==> config.mk <==
export PLATFORM = sky130hd
export DESIGN_NAME = rscl_branch_resolve
export DESIGN_NICKNAME = d
export VERILOG_FILES = /design/src/rtl/rscl_branch_resolve.sv
export SDC_FILE = /design/constraint.sdc
export NUM_CORES = 1
export LEC_CHECK = 0
export CELL_PAD_IN_SITES_DETAIL_PLACEMENT = 0
export CELL_PAD_IN_SITES_GLOBAL_PLACEMENT = 1
export CORE_UTILIZATION = 35
export DETAILED_ROUTE_END_ITERATION = 6
export GPL_TIMING_DRIVEN = 0
export MAX_ROUTING_LAYER = met4
export PLACE_DENSITY = 0.74
export SETUP_SLACK_MARGIN = 0.1
export SYNTH_ARGS = -nofsm -noshare
export SYNTH_HDL_FRONTEND = slang
export SYNTH_SLANG_ARGS = --single-unit
export TNS_END_PERCENT = 5
==> constraint.sdc <==
create_clock -name clk -period 1.6 [get_ports clk]
set_input_delay 0.32 -clock clk [delete_from_list [all_inputs] [get_ports clk]]
set_output_delay 0.32 -clock clk [all_outputs]
set_load 0.05 [all_outputs]
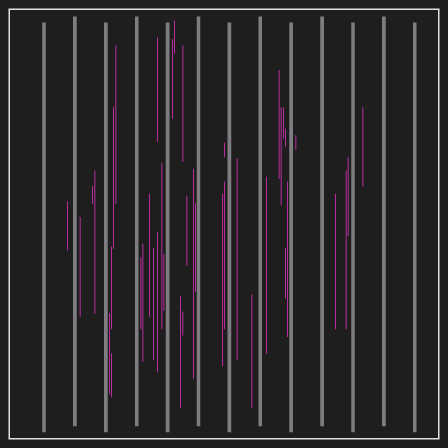
run_1/layer_met4.png
Supply wires on this layer in gray.
- main direction: vertical
- nets with wire on the layer: 39
vias: 12,844
Post-Route WL: 54,560 um

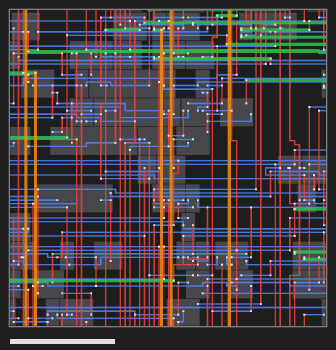
run_1/detail.png
Bar = 10 um. Region (79, 79) to (109, 109) um. Cells in gray, sequential cells in the stronger gray; small squares are vias.
- metal 4: orange
- metal 1: blue
- metal 2: red
- metal 3: green
- cells with their middle in the window: 46
- sequential cells in the window: 0
- most frequent: nand2_1 (5), buf_4 (5)

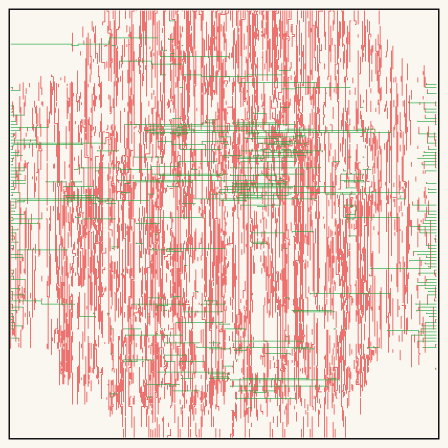
run_1/wires.png
Only two layers are drawn.
- metal 3: green (wire length 3,460 um)
- metal 2: red (wire length 24.9 mm)
WL/cell: 24.92 um
Tot GR Track Use: 0.3125

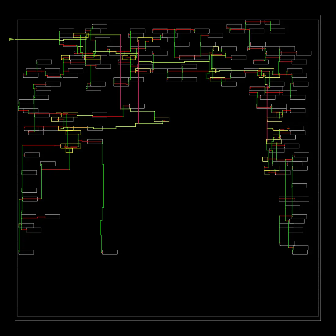
run_1/clocks.png
clk pwr: 3.85 mW
Late-Pin Clk Latency: 0.43 ns

==> metrics.cfg, run 1 <==
[final_layout]
fin_area_um2=17900
final_nets=1928
syn_to_final_growth_pct=47.85

[clock_network]
cts_inserted_buffers=17

[floorplan]
die_area_um2=35350
initial_core_util=0.3584

[yosys]
ys_warn_count=0
yosysTopAreaCellShare=0.2749
ys_async_sr_fraction=1.000
top_cells_by_count=dfrtp_1, nand2_1, nor2_1
synth_flops=133

[place]
dp_slack_ns=-4.535
port_buffers=269

[power]
powerDensity_nw_per_um2=1489

[global_route]
grt_remaining_overflow=0
grt_antenna_before_repair=1

[drt]
detail_route.first_pass.iterations=7
detail-route-antenna-nets=0

[run]
openroad.warnings=29
max_cap_viol_count=0

[final_timing]
layout_setup_ws_ns=-2.710
max_freq_mhz=232.0
rsz0062_at_grt=yes
period_used_share=2.694
finalHoldViolations=0
setup_viol=133
hold_ws_ns=0.2418

[outcome]
status=finished with violations
violations=setup timing

[setup_path]
critical-path-slowest-cell=or4_4
path_buffers=4
path_delay_family=simple AND/OR/NAND/NOR gates
endpoint_kind=flip-flop
path_depth=18

[hold_path]
worstHoldPathCells=2

-- run 1: routing by layer --
layer	up-vias	part of all wire	track usage
li1	5873	-	-
met1	6328	0.45	0.4137
met2	549	0.46	0.4794
met3	94	0.063	0.05222
met4	0	0.034	0.1088
met5	-	0	-
-- run 1: area by class of cell --
cell class | count | area (um^2) | share of cell area
Timing Repair Buffer | 357 | 2888 | 0.1613
Multi-Input combinational cell | 1133 | 9935 | 0.5549
Antenna cell | 1 | 2.502 | 0.0001398
Inverter | 24 | 90.09 | 0.005032
Sequential cell | 133 | 3328 | 0.1859
Clock inverter | 14 | 130.1 | 0.007268
Buffer | 61 | 530.5 | 0.02963
Tap cell | 448 | 560.5 | 0.03131
Clock buffer | 18 | 439.2 | 0.02453
-- run 1: timing repair --
item	CTS	global route
setup buffers	64	17
resized	734	242
endpoints found under the setup margin	267	208
endpoints found under the hold margin	41	0
cloned	3	3
hold buffers	1	0
pin swaps	75	43
-- run 1: layout by cell type, fill, tap and decap left out, types with 17 or more instances in the layout --
| cell | netlist | final |
|---|---|---|
| mux2_4 | 46 | 69 |
| nand2_1 | 121 | 113 |
| nor3_1 | 26 | 22 |
| nand4_1 | 44 | 44 |
| buf_2 | 16 | 69 |
| clkdlybuf4s50_1 | 0 | 83 |
| ha_1 | 62 | 28 |
| xor2_1 | 46 | 40 |
| dlygate4sd2_1 | 0 | 34 |
| clkbuf_2 | 0 | 86 |
| nand3_1 | 36 | 33 |
| nor2_1 | 105 | 96 |
| inv_1 | 23 | 22 |
| a21oi_2 | 2 | 33 |
| dfrtp_1 | 133 | 133 |
| mux2i_1 | 26 | 22 |
| a21oi_1 | 100 | 58 |
| clkbuf_16 | 0 | 20 |
| o21ai_1 | 7 | 19 |
| o21a_1 | 19 | 17 |
| xnor2_1 | 65 | 60 |
| mux2_2 | 49 | 35 |
| buf_4 | 0 | 74 |
| ha_4 | 0 | 25 |
| o21ai_0 | 72 | 43 |
-- run 1: cells by family after synthesis --
kind of cell / Yosys count / share of synthesized area
mux: 134 / 0.1362
flops: 133 / 0.2749
buf+inv: 103 / 0.03978
xor+xnor: 118 / 0.09330
compound gates: 385 / 0.2138
fa+ha+maj: 64 / 0.06737
simple gates: 432 / 0.1747
-- run 1: per-stage QoR --
| stage | setup TNS, ns | util | std cells |
|---|---|---|---|
| after floorplan | -315.17 | - | 1369 |
| after global placement | -1296.94 | 0.4567 | 2086 |
| after detailed placement | -582.30 | 0.4576 | 2087 |
| after CTS | -357.72 | 0.5232 | 2171 |
| after global routing | -362.66 | 0.5299 | 2189 |
| final | -348.33 | 0.5299 | 2189 |
-- run 1: power by group --
group	leakage (nW)	total (mW)	switching (mW)	internal [mW]
Sequential	1.58	6.01	0.968	5.04
Combinational	5.84	16.8	11.1	5.71
Clock	0.277	3.85	1.75	2.10
Total	7.69	26.7	13.8	12.8
==> run 1 -> run 2 <==
--- a/config.mk
+++ b/config.mk
@@ -8,6 +8,7 @@
 export CELL_PAD_IN_SITES_DETAIL_PLACEMENT = 0
 export CELL_PAD_IN_SITES_GLOBAL_PLACEMENT = 1
 export CORE_UTILIZATION = 35
+export CTS_CLUSTER_SIZE = 25
 export DETAILED_ROUTE_END_ITERATION = 6
 export GPL_TIMING_DRIVEN = 0
 export MAX_ROUTING_LAYER = met4
==> metrics.cfg, run 2 <==
[final_timing]
max_freq_mhz=232.0
layout_setup_ws_ns=-2.710
period_used_share=2.694
setup_viol=133

[yosys]
yosys.area_share.aoi=0.2138
ys_sh_simple=0.1747
synth_flops=133
fa_ha_area_frac=0.06737
ys_sh_mux=0.1362
ys_async_sr_fraction=1.000

[global_route]
grt_use_met1=0.4137
grt_remaining_overflow=0
grt_antenna_before_repair=1
grt_usage=0.3125
use_met3=0.05222

[outcome]
violations=setup timing
status=finished with violations

[clock_network]
clk_latency_ns=0.43

[setup_path]
path_depth=18
endpoint_kind=flip-flop
path_delay_family=simple AND/OR/NAND/NOR gates

[final_layout]
final_cell_mix=dfrtp_1, nand2_1, nor2_1, clkbuf_2, clkdlybuf4s50_1
final_common_cell=dfrtp_1
syn_to_final_growth_pct=47.85

[run]
openroad.warnings=29
max_cap_viol_count=0

[floorplan]
initial_core_util=0.3584
die_area_um2=35350

[drt]
detail-route-antenna-nets=0
wl_per_cell_um=24.92
wl_um=54560

run 2: cell families after synthesis:
logic type               Yosys count
AND/OR/NAND/NOR                  432
adder cells (fa/ha/maj)           64
XOR/XNOR                         118
multiplexers                     134
flip-flops                       133
AND-OR/OR-AND                    385
buffers and inverters            103
run 2: report_power, final:
group / switching (mW) / leakage [nW] / internal, mW / total, mW
Sequential: 0.968 / 1.58 / 5.04 / 6.01
Clock: 1.75 / 0.277 / 2.10 / 3.85
Combinational: 11.1 / 5.84 / 5.71 / 16.8
Total: 13.8 / 7.69 / 12.8 / 26.7
run 2: layer usage:
metal | wire length (um) | share of wire
met5 | 0 | 0
met4 | 1833 | 0.034
met3 | 3457 | 0.063
met2 | 24860 | 0.46
met1 | 24400 | 0.45
run 2: worst reg2reg max path, delay by kind of cell (launching register included):
family,cells,cell delay [ns]
xor gates and xnor gates,1,0.17
buffers and inverters,3,0.42
DFF,1,0.41
muxes,1,0.32
and+or+nand+nor,2,0.74
run 2: cell type report:
cell class / count / area [um^2]
antenna: 1 / 2.502
buffer: 61 / 530.5
clock buffer: 18 / 439.2
clock inverter: 14 / 130.1
fill: 3173 / 15880
inverter: 24 / 90.09
multi-input combinational: 1133 / 9935
sequential: 133 / 3328
tap: 448 / 560.5
timing repair buffer: 357 / 2888
run 2: what timing repair did:
item / CTS / global route
endpoints found under the setup margin: 267 / 208
endpoints found under the hold margin: 41 / 0
gates resized: 734 / 242
pin swaps: 75 / 43
gates cloned: 3 / 3
buffers inserted: 64 / 17
hold buffers: 1 / 0
run 2: per-stage QoR:
step	cells	total power, mW	utilization	hold slack, ns	setup TNS [ns]
after floorplan	1369	16.75	-	0.02441	-315.17
after global placement	2086	22.37	0.4567	0.4741	-1296.94
after detailed placement	2087	22.48	0.4576	0.2812	-582.30
after CTS	2171	27.03	0.5232	0.2192	-357.72
after global routing	2189	27.73	0.5299	0.2306	-362.66
final	2189	26.66	0.5299	0.2418	-348.33
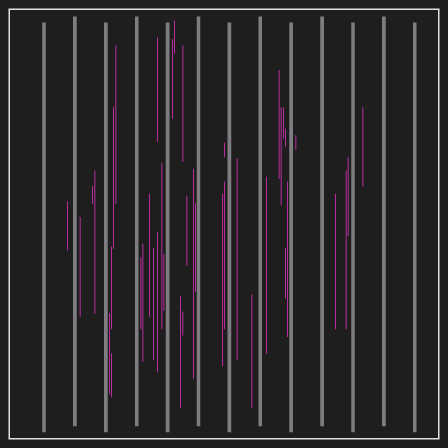
run_2/layer_met4.png
Supply wires on this layer in gray.
- longest straight run: 91.8 um
- main direction: vertical
- nets with wire on the layer: 39

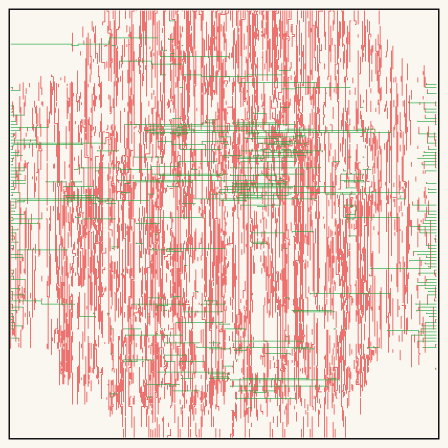
run_2/wires.png
Only two layers are drawn.
- metal 3: green (wire length 3,460 um)
- metal 2: red (wire length 24.9 mm)

Power is estimated from default activity; no workload was simulated.
